### Placed cells, one color a class, run 1

(4 px per um) Fill, decap, tap and diode cells in gray.
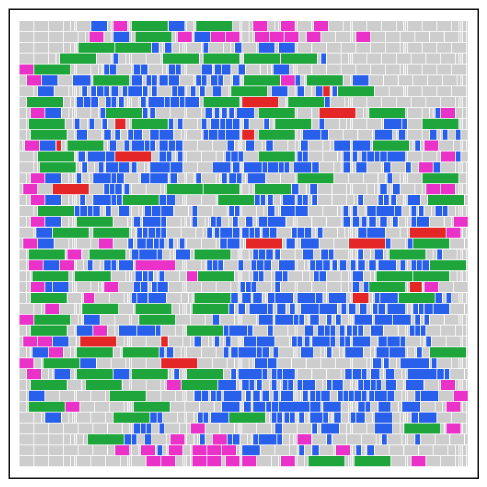
### PDN straps and rails, run 1

(3 px per um) Pins as bars on the die edge.
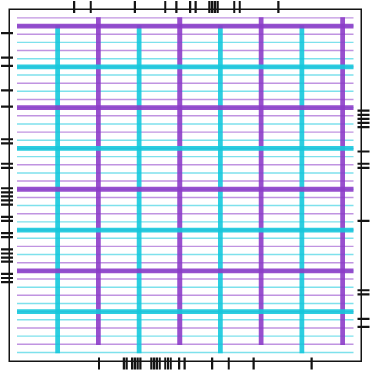
### Register map, names as in the netlist, run 1

(4 px per um) Other sequential cells in the stronger gray, the rest of the logic in the fainter gray.
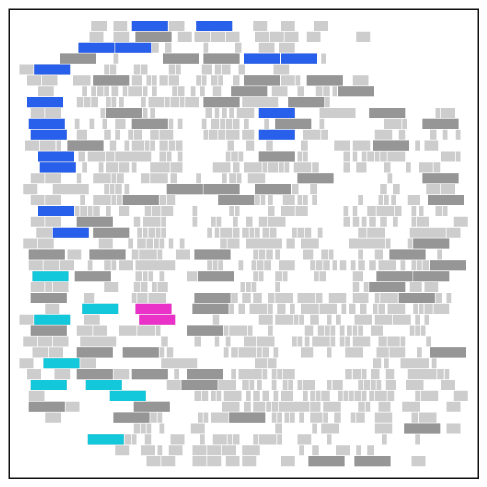
### Congestion heat map, run 1

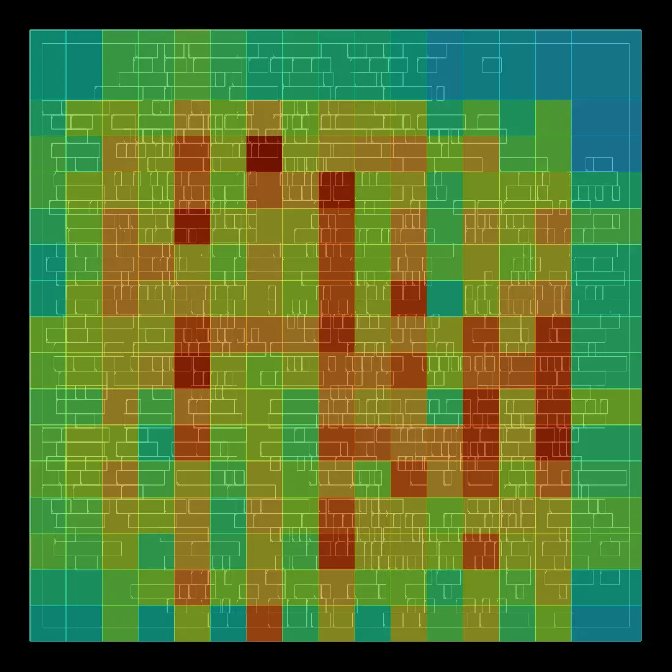
**config.mk**
```make
export PLATFORM = sky130hd
export DESIGN_NAME = dds_sweep_ctrl
export DESIGN_NICKNAME = d
export VERILOG_FILES = /design/src/rtl/dds_sweep_ctrl.sv
export SDC_FILE = /design/constraint.sdc
export NUM_CORES = 1
export LEC_CHECK = 0
export ABC_AREA = 1
export CAP_MARGIN = 20
export CORE_MARGIN = 2
export CORE_UTILIZATION = 45
export DETAILED_ROUTE_END_ITERATION = 10
export HOLD_SLACK_MARGIN = 0.06
export PLACE_DENSITY_LB_ADDON = 0.25
export SLEW_MARGIN = 0
export SYNTH_ARGS = -nofsm -noshare
export SYNTH_HDL_FRONTEND = slang
export SYNTH_SLANG_ARGS = --single-unit
export TNS_END_PERCENT = 20
```
**constraint.sdc**
```tcl
create_clock -name clk -period 4.7 [get_ports clk]
set_clock_uncertainty 0.05 [all_clocks]
set_input_delay 0.94 -clock clk [delete_from_list [all_inputs] [get_ports clk]]
set_output_delay 0.94 -clock clk [all_outputs]
set_load 0.05 [all_outputs]
```
**src/rtl/dds_sweep_ctrl.sv**
```systemverilog
// Frequency-sweep sequencer for the DDS: steps frq_ctrl from f_start to f_stop,
// holding each word dwell+1 clocks, in single-shot or continuous mode with abort.
module dds_sweep_ctrl #(
   parameter int FW = 8,
   parameter int PW = 8,
   parameter int DW = 16
) (
   input  logic          clk,
   input  logic          rst,
   input  logic          start,
   input  logic          abort,
   input  logic          mode_cont,
   input  logic [FW-1:0] f_start,
   input  logic [FW-1:0] f_stop,
   input  logic [FW-1:0] f_step,
   input  logic [DW-1:0] dwell,
   input  logic [PW-1:0] pha_in,
   output logic [FW-1:0] frq_ctrl,
   output logic [PW-1:0] pha_ctrl,
   output logic          step_stb,
   output logic          busy,
   output logic          done
);

   typedef enum logic [1:0] {
      S_IDLE,
      S_LOAD,
      S_DWELL,
      S_DONE
   } state_t;

   state_t        state;
   logic [FW-1:0] f_start_l;
   logic [FW-1:0] f_stop_l;
   logic [FW-1:0] f_step_l;
   logic [DW-1:0] dwell_l;
   logic [PW-1:0] pha_l;
   logic          mode_l;
   logic [DW-1:0] cnt;

   logic          sweep_up;
   logic          at_stop;
   logic [FW:0]   sum;
   logic [FW:0]   diff;
   logic [FW-1:0] nxt;

   // Next word is computed one bit wider so a carry or borrow clamps to f_stop
   // instead of wrapping modulo 2^FW.
   // NOTE: every always_comb output gets a default first, so no path can infer a latch.
   always_comb begin
      sweep_up = (f_stop_l >= f_start_l);
      at_stop  = (frq_ctrl == f_stop_l);
      sum      = {1'b0, frq_ctrl} + {1'b0, f_step_l};
      diff     = {1'b0, frq_ctrl} - {1'b0, f_step_l};
      nxt      = f_stop_l;
      if (sweep_up) begin
         if (sum <= {1'b0, f_stop_l})
            nxt = sum[FW-1:0];
      end else begin
         if (!diff[FW] && (diff[FW-1:0] >= f_stop_l))
            nxt = diff[FW-1:0];
      end
   end

   // NOTE: state and outputs use non-blocking assignments so every register samples
   // pre-edge values regardless of statement order.
   // NOTE: the latched config is a handful of flops, not a memory, so it is cleared on
   // reset along with everything else.
   always_ff @(posedge clk or posedge rst) begin
      if (rst) begin
         state     <= S_IDLE;
         f_start_l <= '0;
         f_stop_l  <= '0;
         f_step_l  <= '0;
         dwell_l   <= '0;
         pha_l     <= '0;
         mode_l    <= 1'b0;
         cnt       <= '0;
         frq_ctrl  <= '0;
         pha_ctrl  <= '0;
         step_stb  <= 1'b0;
         busy      <= 1'b0;
         done      <= 1'b0;
      end else begin
         step_stb <= 1'b0;
         done     <= 1'b0;
         if (abort && (state != S_IDLE)) begin
            // Abort parks the DDS at zero frequency but leaves the phase word alone.
            state    <= S_IDLE;
            frq_ctrl <= '0;
            busy     <= 1'b0;
         end else begin
            case (state)
               S_IDLE: begin
                  if (start && !abort) begin
                     f_start_l <= f_start;
                     f_stop_l  <= f_stop;
                     f_step_l  <= f_step;
                     dwell_l   <= dwell;
                     pha_l     <= pha_in;
                     mode_l    <= mode_cont;
                     busy      <= 1'b1;
                     state     <= S_LOAD;
                  end
               end
               S_LOAD: begin
                  frq_ctrl <= f_start_l;
                  pha_ctrl <= pha_l;
                  cnt      <= dwell_l;
                  step_stb <= 1'b1;
                  state    <= S_DWELL;
               end
               S_DWELL: begin
                  if (cnt != '0) begin
                     cnt <= cnt - 1'b1;
                  end else if (!at_stop) begin
                     frq_ctrl <= nxt;
                     cnt      <= dwell_l;
                     step_stb <= 1'b1;
                  end else if (mode_l) begin
                     state <= S_LOAD;
                  end else begin
                     done  <= 1'b1;
                     busy  <= 1'b0;
                     state <= S_DONE;
                  end
               end
               S_DONE: begin
                  state <= S_IDLE;
               end
               default: begin
                  state <= S_IDLE;
               end
            endcase
         end
      end
   end

endmodule

```
==> reports/summary.txt, run 1 <==
Critical path's largest stage delay = 0.42 ns
Number of global-route vias before repair = 4,703
Cell Count, Final, Fillers Out = 921
Post-Synthesis Cell Area = 0.005733 mm2
Critical path's slowest cell = sky130_fd_sc_hd__dfrtp_1
Final hold viol count = 0
Proportion of final cell area spent on non-clock buffers = 11.01%
Rel. slew slack = 53.66%
Final count of negative-setup-slack endpoints = 0
Last element of the critical path = frq_ctrl[0]$_DFFE_PP0P_
Timing-limited maximum frequency = 285.1 MHz
Largest delay share family, worst path = simple AND/OR/NAND/NOR gates
Count of sequential standard cells = 86
Synthesized flop and latch total = 86
Number of nets in the final layout = 844
Grt met1 use = 26.08%
Largest buffer count on any clock path = 2
Global-route wire length before repair = 22,540 um
Top cell types by occurrence after synthesis = sky130_fd_sc_hd__nand2_1 (117), sky130_fd_sc_hd__dfrtp_1 (86), sky130_fd_sc_hd__inv_1 (78)
Count of pins on the block boundary = 72
Metal1 wirelength = 5975 um
Cell count along the critical path = 21
Top logic family = simple AND/OR/NAND/NOR gates
Post-layout worst setup margin = 1.193 ns
Yosys simple share = 21.52%
Mux cell area share after synthesis = 5.893%
Distinct cell type count of the synthesized netlist = 51
Reg-to-reg endpoint = frq_ctrl[0]$_DFFE_PP0P_
Worst hold-check path type = reg2reg
Global routing's busiest layer = met2
Final total negative setup slack = 0 ns
Synthesis Warnings = 0
Post-detailed-route DRC marker count = 0
DR iter-0 viols = 241
Number of buffers and inverters on the critical path = 4
Regs by FF count = cnt x16, dwell_l x16
Cell area reported after detailed placement = 0.006541 mm2
Worst setup timing slack at the placement stage = 1.214 ns
Count of inverters other than clock inverters in the layout = 95
AO/OA Area Share = 12.99%
Post-synth seq share = 37.54%
Ys cells = 680
Xor+xnor area frac = 2.903%
CTS tree = built
Fraction of area in clock buffers and inverters = 4.022%
Sinks on the clock net = 86
Worst reg2reg setup slack = 1.19 ns
Setup Fix Bufs, Post-CTS = 0
Routed length on met3 = 587 um
Multi-input gate share of total cell area = 45.16%
Gr ovfl total = 0
Design Area, Final = 0.006844 mm2
Leading register cell type out of synthesis = sky130_fd_sc_hd__dfrtp_1
Mapped Nets = 780
Most frequently used cell type in the post-synthesis netlist = sky130_fd_sc_hd__nand2_1
Cell type with the highest occurrence count on the critical path = sky130_fd_sc_hd__nand2_1
Critical path startpoint = frq_ctrl[0]$_DFFE_PP0P_
Area of the multi-input gates = 0.003090 mm2
Number of fill cells = 1,214
Min Clock Period, post-route = 3.507 ns
Clock Buffer Count = 10
Overall chip area = 0.01366 mm2
Total count of max-transition violations in the final report = 0
Worst-skew pair later-pin latency = 0.35 ns
Worst Hold Launch = pha_ctrl[7]$_DFFE_PP0P_
Post-detailed-route via-to-cell ratio = 5.140
Final worst-path cycle share = 74.62%
Post-detailed-placement half-perimeter wirelength = 10,070 um
Data arrival at the endpoint of the critical path = 3.70 ns
Proportion of synthesized flip-flops having asynchronous set or reset = 100.0%
Cts-stage hold buffer count = 0
Fraction of the mapped netlist area in adder cells = 10.52%
Path depth of the worst reg2reg path = 21
Area added between synthesis and finish = 19.38%
Worst-path clk slew = 0.07 ns
Cell depth of the worst min-delay path = 2
Startpoint of the worst-slack reg-to-reg timing path = frq_ctrl[0]$_DFFE_PP0P_
Top cell class by occupied area = multi-input combinational cells
RSZ-0062 raised after global routing = false
Pre-Repair DR Iteration Count = 5
Required time reported for the critical path endpoint = 4.90 ns
Endpoint with the worst hold slack = pha_ctrl[7]$_DFFE_PP0P_
Detail Route met2 WL = 6838 um
Largest net degree at the start of global routing = 56
Clock Tree Root = sky130_fd_sc_hd__clkbuf_16
Gp weighted congestion = 0.8726
Total of plain and repair buffers excluding clock buffers = 74
Post-Syn Instances = 680
Critical-path maximum fanout = 14
Top routing layer used = met4
Inst Count DP = 904
WL per Instance = 14.75 um
Number of maximum-capacitance violations = 0
Run status = completed
Maximum level of the CTS H-tree = 3
Yosys stat chip area = 0.005733 mm2
Antenna violations before repair = 0
Layout cell share with drive strength beyond 1 = 15.09%
Antenna Violating Nets Remaining = 0
Top post-synthesis cells by area = sky130_fd_sc_hd__dfrtp_1 (38%), sky130_fd_sc_hd__ha_1 (9.8%), sky130_fd_sc_hd__nand2_1 (7.7%)
Count of buffers inserted at the top-level ports = 71
Transition at the pin with the smallest max-transition slack = 0.6951 ns
Post-cts sizing count = 0
Critical path capture point type = flip-flop
CP Launch Type = flip-flop
Notes on 'Placed cells, one color a class' above:
remaining buffers and delay cells: drawn in magenta, cells 74, share of their area 11%. remaining logic cells: drawn in blue, cells 573, share of their area 52%. registers: drawn in green, cells 86, share of their area 32%. clock drivers and dummy loads: drawn in red, cells 16, share of their area 4.2%.
Std-Cell Rows: 41
standard cell core area: 0.01252 mm2

Notes on 'PDN straps and rails' above:
VDD: drawn in purple. VSS: drawn in cyan.
8 straps on met4. 8 straps on met5. The core has 41 rows. 42 met1 rails follow the rows.
Die Y-Extent: 116.9 um
die extent in x: 116.9 um

Notes on 'Register map, names as in the netlist' above:
pha_ctrl: drawn in cyan, flops 8, where bottom left. dwell_l: drawn in blue, flops 16. state: drawn in magenta, flops 2.
Another 60 sequential cells are not colored.
flip-flop and latch area: 0.002152 mm2
Layout Utilization: 54.68%
sequential fraction of total cell area: 31.44%

Notes on 'Congestion heat map' above:
Tot GR Track Use: 21.11%
routing usage on met3: 4.943%

-- run 1: cell usage in the layout (no fill, tap or decap), types with 2 or more instances in the layout --
cell,n
sky130_fd_sc_hd__buf_4,2
sky130_fd_sc_hd__a21oi_1,59
sky130_fd_sc_hd__inv_1,77
sky130_fd_sc_hd__nand2_1,117
sky130_fd_sc_hd__nor3_2,4
sky130_fd_sc_hd__inv_2,15
sky130_fd_sc_hd__a211oi_1,2
sky130_fd_sc_hd__o211ai_2,5
sky130_fd_sc_hd__ha_1,45
sky130_fd_sc_hd__mux2_2,30
sky130_fd_sc_hd__nand3_2,4
sky130_fd_sc_hd__o21a_1,2
sky130_fd_sc_hd__clkbuf_16,9
sky130_fd_sc_hd__xnor2_1,3
sky130_fd_sc_hd__nand4_1,12
sky130_fd_sc_hd__nand3b_1,2
sky130_fd_sc_hd__nor2_2,8
sky130_fd_sc_hd__o31ai_1,3
sky130_fd_sc_hd__nand2_2,11
sky130_fd_sc_hd__nor3_1,6
sky130_fd_sc_hd__fa_1,2
sky130_fd_sc_hd__dfrtp_1,86
sky130_fd_sc_hd__clkinv_2,3
sky130_fd_sc_hd__o21ai_1,17
sky130_fd_sc_hd__nor2_4,2
sky130_fd_sc_hd__o22ai_1,2
sky130_fd_sc_hd__nand3_1,39
sky130_fd_sc_hd__o211ai_1,3
sky130_fd_sc_hd__nor2_1,55
sky130_fd_sc_hd__o21ai_0,9
sky130_fd_sc_hd__a21oi_2,3
sky130_fd_sc_hd__a22oi_2,3
sky130_fd_sc_hd__clkinv_1,2
sky130_fd_sc_hd__xor2_1,16
sky130_fd_sc_hd__clkdlybuf4s50_1,71
==> inputs of run 2 (changes only) <==
clock period = 3.6 ns   (was 4.7 ns; I/O delays follow)
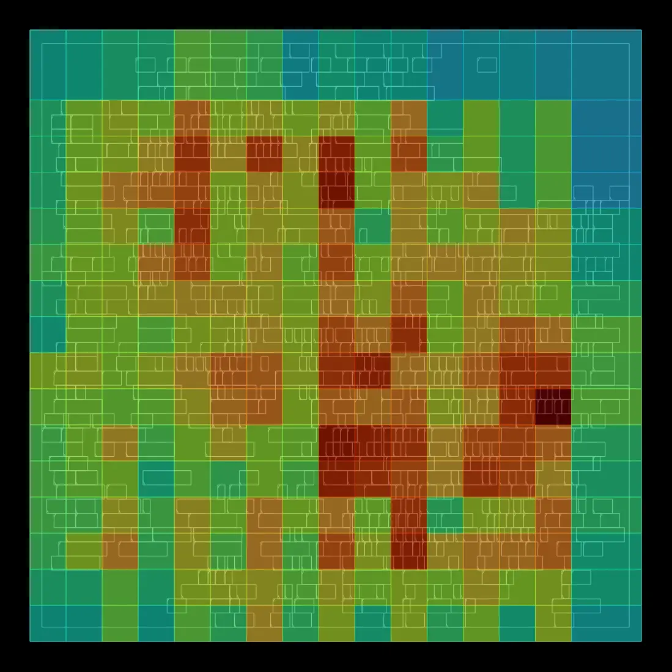
*Congestion heat map, run 2*
global routing's busiest layer: met2
Layout Utilization: 55.75%
WL per Instance: 14.56 um

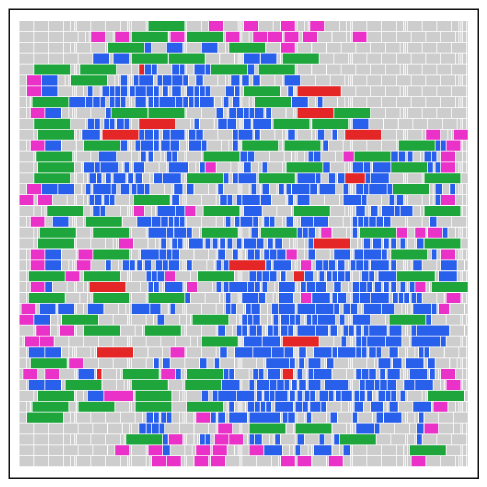
*Placed cells, one color a class, run 2*
(4 px per um) Fill, decap, tap and diode cells in gray.
clock drivers and dummy loads: drawn in red, cells 15, share of their area 4.3%. remaining buffers and delay cells: drawn in magenta, cells 86, share of their area 12%. registers: drawn in green, cells 86, share of their area 32%. remaining logic cells: drawn in blue, cells 574, share of their area 51%.
Design Area, Final: 0.006978 mm2
sequential fraction of total cell area: 30.86%

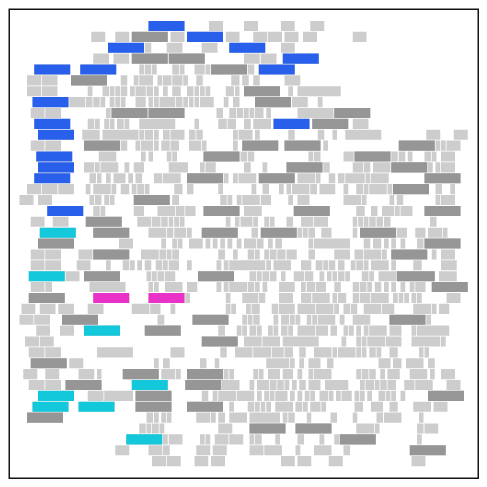
*Register map, names as in the netlist, run 2*
(4 px per um) Other sequential cells in the stronger gray, the rest of the logic in the fainter gray.
state: drawn in magenta, flops 2. pha_ctrl: drawn in cyan, flops 8, where bottom left. dwell_l: drawn in blue, flops 16.
flip-flop and latch area: 0.002153 mm2

==> run 2 against run 1 <==
Compared with the run above:
- maximum frequency rose by 3.5%
- hold slack improved by 0.011 ns
- non-clock buffer count grew 12
- final cell count is 1.3% higher
- sequential cell count unchanged
- sequential share of layout area shrank 0.59 points
- core utilization increased by 1.1 points
==> reports/summary.txt, run 2 <==
Run status = completed (unchanged)
Final count of negative-setup-slack endpoints = 0 (unchanged)
Number of fill cells = 1,188 (was 1,214)
Gr ovfl total = 0 (unchanged)
Top post-synthesis cells by area = sky130_fd_sc_hd__dfrtp_1 (38%), sky130_fd_sc_hd__ha_1 (9.8%), sky130_fd_sc_hd__nand2_1 (7.7%) (unchanged)
Reg-to-reg endpoint = frq_ctrl[2]$_DFFE_PP0P_ (was frq_ctrl[0]$_DFFE_PP0P_)
Number of nets in the final layout = 857 (was 844)
Post-Syn Instances = 680 (unchanged)
Cell-by-cell trace of the critical path = inv_1, ha_1, fa_2, nand3b_2, nand2_2, nand2_1, nand2_1, xor2_1, inv_1, ha_1, inv_1, nor3_2, nand4_1, nand4_1, buf_4, nand2_4, o211ai_2, nand3_1, nand2_1, nand2_1 (was inv_1, ha_1, fa_1, nand3b_2, nand2_2, nand2_1, nand2_1, xor2_1, inv_1, ha_1, inv_1, nor3_2, nand4_1, nand4_1, nand2_2, inv_1, nand2_1, nand3_1, nand3_1, nand2_1, nand2_1)
Proportion of synthesized flip-flops having asynchronous set or reset = 100.0% (unchanged)
Die Y-Extent = 116.9 um (unchanged)
Critical path capture point type = flip-flop (unchanged)
CP Launch Type = flip-flop (unchanged)
Initial Utilization = 45.80% (unchanged)
Pre-Repair DR Iteration Count = 5 (unchanged)
CTS tree = built (unchanged)
Regs by FF count = cnt x16, dwell_l x16 (unchanged)
Number of logged tool warnings = 37 (unchanged)
Startpoint of the worst-slack reg-to-reg timing path = frq_ctrl[0]$_DFFE_PP0P_ (unchanged)
Post-detailed-placement half-perimeter wirelength = 10,300 um (was 10,070 um)
Min Clock Period, post-route = 3.388 ns (was 3.507 ns)
Critical-path maximum fanout = 7 (was 14)
Category of the most critical setup path = reg2reg (unchanged)
Total count of max-transition violations in the final report = 0 (unchanged)
Final hold slack = 0.4532 ns (was 0.4424 ns)
Post-Synthesis Cell Area = 0.005733 mm2 (unchanged)
Antenna Violating Nets Remaining = 0 (unchanged)
Final worst-path cycle share = 94.12% (was 74.62%)
Endpoint with the worst hold slack = pha_ctrl[6]$_DFFE_PP0P_ (was pha_ctrl[7]$_DFFE_PP0P_)
Global-route wire length before repair = 22,930 um (was 22,540 um)
Critical path startpoint = frq_ctrl[0]$_DFFE_PP0P_ (unchanged)
Largest delay share family, worst path = simple AND/OR/NAND/NOR gates (unchanged)
Standard cell core area = 0.01252 mm2 (unchanged)
Worst setup timing slack at the placement stage = 0.1549 ns (was 1.214 ns)
Number of global-route vias before repair = 4,914 (was 4,703)
Number of antenna cells inserted = 0 (unchanged)
Vias post-DR = 4,855 (was 4,734)
Cell type with the highest occurrence count on the critical path = sky130_fd_sc_hd__nand2_1 (unchanged)
Required time reported for the critical path endpoint = 3.78 ns (was 4.90 ns)
Sinks on the clock net = 86 (unchanged)
Mapped Nets = 780 (unchanged)
Count of pins on the block boundary = 72 (unchanged)
Largest net degree at the start of global routing = 39 (was 56)
Area added between synthesis and finish = 21.72% (was 19.38%)
Synthesized flop and latch total = 86 (unchanged)
Clock Tree Root = sky130_fd_sc_hd__clkbuf_16 (unchanged)
Critical path's largest stage delay = 0.41 ns (was 0.42 ns)
Most frequently used cell type in the post-synthesis netlist = sky130_fd_sc_hd__nand2_1 (unchanged)
Layout cell share with drive strength beyond 1 = 16.82% (was 15.09%)
Transition at the pin with the smallest max-transition slack = 0.5896 ns (was 0.6951 ns)
Overall chip area = 0.01366 mm2 (unchanged)
Ys cells = 680 (unchanged)
Rel. slew slack = 60.63% (was 53.66%)
Count of buffers inserted at the top-level ports = 71 (unchanged)
Yosys stat chip area = 0.005733 mm2 (unchanged)
Wirelength, routed = 13,580 um (was 13,590 um)
Most frequent logic cells in the routed design = sky130_fd_sc_hd__nand2_1 (117), sky130_fd_sc_hd__dfrtp_1 (85), sky130_fd_sc_hd__inv_1 (77) (was sky130_fd_sc_hd__nand2_1 (117), sky130_fd_sc_hd__dfrtp_1 (86), sky130_fd_sc_hd__inv_1 (77))
Area share, top type = 37.54% (unchanged)
Cell type with the largest total area after synthesis = sky130_fd_sc_hd__dfrtp_1 (unchanged)
Most frequent logic cell in the layout = sky130_fd_sc_hd__nand2_1 (unchanged)
Maximum level of the CTS H-tree = 3 (unchanged)
Cts-stage hold buffer count = 0 (unchanged)
Final hold viol count = 0 (unchanged)
Leading register cell type out of synthesis = sky130_fd_sc_hd__dfrtp_1 (unchanged)
Cell area reported after detailed placement = 0.006621 mm2 (was 0.006541 mm2)
Last element of the critical path = frq_ctrl[2]$_DFFE_PP0P_ (was frq_ctrl[0]$_DFFE_PP0P_)
Worst-skew pair later-pin latency = 0.34 ns (was 0.35 ns)
Number of enable-type register cells in the synthesized netlist = 0 (unchanged)
Tot GR Track Use = 21.30% (was 21.11%)
Synthesis Warnings = 0 (unchanged)
Number of maximum-capacitance violations = 0 (unchanged)
Worst hold-check path type = reg2reg (unchanged)
Critical path's slowest cell = sky130_fd_sc_hd__dfrtp_1 (unchanged)
Number of CTS-inserted buffers = 9 (unchanged)
Antenna violations before repair = 0 (unchanged)
Post-synth seq share = 37.54% (unchanged)
Std-Cell Rows = 41 (unchanged)
Gp weighted congestion = 0.9626 (was 0.8726)
Worst Hold Launch = pha_ctrl[6]$_DFFE_PP0P_ (was pha_ctrl[7]$_DFFE_PP0P_)
Die extent in x = 116.9 um (unchanged)
Distinct cell type count of the synthesized netlist = 51 (unchanged)
Post-layout worst setup margin = 0.2116 ns (was 1.193 ns)
Post-detailed-route DRC marker count = 0 (unchanged)
Cell depth of the worst min-delay path = 2 (unchanged)
Number of buffers and inverters on the critical path = 4 (unchanged)
Mean cell area of the mapped netlist = 8.431 um2 (unchanged)
Worst reg2reg setup slack = 0.21 ns (was 1.19 ns)
Largest buffer count on any clock path = 2 (unchanged)
Cell count along the critical path = 20 (was 21)
Worst-path clk slew = 0.06 ns (was 0.07 ns)
Path depth of the worst reg2reg path = 20 (was 21)
Post-detailed-route via-to-cell ratio = 5.204 (was 5.140)
Timing-limited maximum frequency = 295.1 MHz (was 285.1 MHz)
DR iter-0 viols = 308 (was 241)
Data arrival at the endpoint of the critical path = 3.57 ns (was 3.70 ns)
Top cell types by occurrence after synthesis = sky130_fd_sc_hd__nand2_1 (117), sky130_fd_sc_hd__dfrtp_1 (86), sky130_fd_sc_hd__inv_1 (78) (unchanged)
-- run 2: final cells by class --
type	count	area (um2)	share of cell area, %
Multi-Input combinational cell	479	3124	44.77
Clock inverter	3	45.04	0.6455
Inverter	95	357.8	5.128
Sequential cell	86	2153	30.86
Clock buffer	12	246.5	3.532
Tap cell	172	215.2	3.084
Timing Repair Buffer	86	835.8	11.98
-- run 2: routing by layer --
layer	routed length, um	part of all wire [%]	GRT usage [%]
met4	466	3.4	10.27
met3	550	4.0	3.553
met2	6527	48	35.72
met1	6037	44	26.82
met5	0	0	0
-- run 2: kinds of logic (layout without fill, tap and decap cells) --
group	count (synthesis)	after routing	synth area share, %
xor gates and xnor gates	19	19	2.903
adders and majority gates	47	47	10.52
DFF	86	86	37.54
AOI/OAI and AO/OA	117	117	12.99
and+or+nand+nor	265	266	21.52
muxes	30	30	5.893
buffers and inverters	116	196	8.642
-- run 2: metrics by stage --
step,cells,util (%),setup TNS [ns]
2_1_floorplan,680,-,0
3_3_place_gp,913,52.90,0
3_5_place_dp,913,52.90,0
4_1_cts,928,55.23,0
5_1_grt,933,55.75,-0.003091
6_report,933,55.75,0
-- run 2: what timing repair did --
| item | in CTS | in global routing |
|---|---|---|
| buffers inserted | 0 | 4 |
| setup endpoints to repair | 0 | 8 |
| resized | 0 | 7 |
| endpoints found under the hold margin | 0 | 0 |
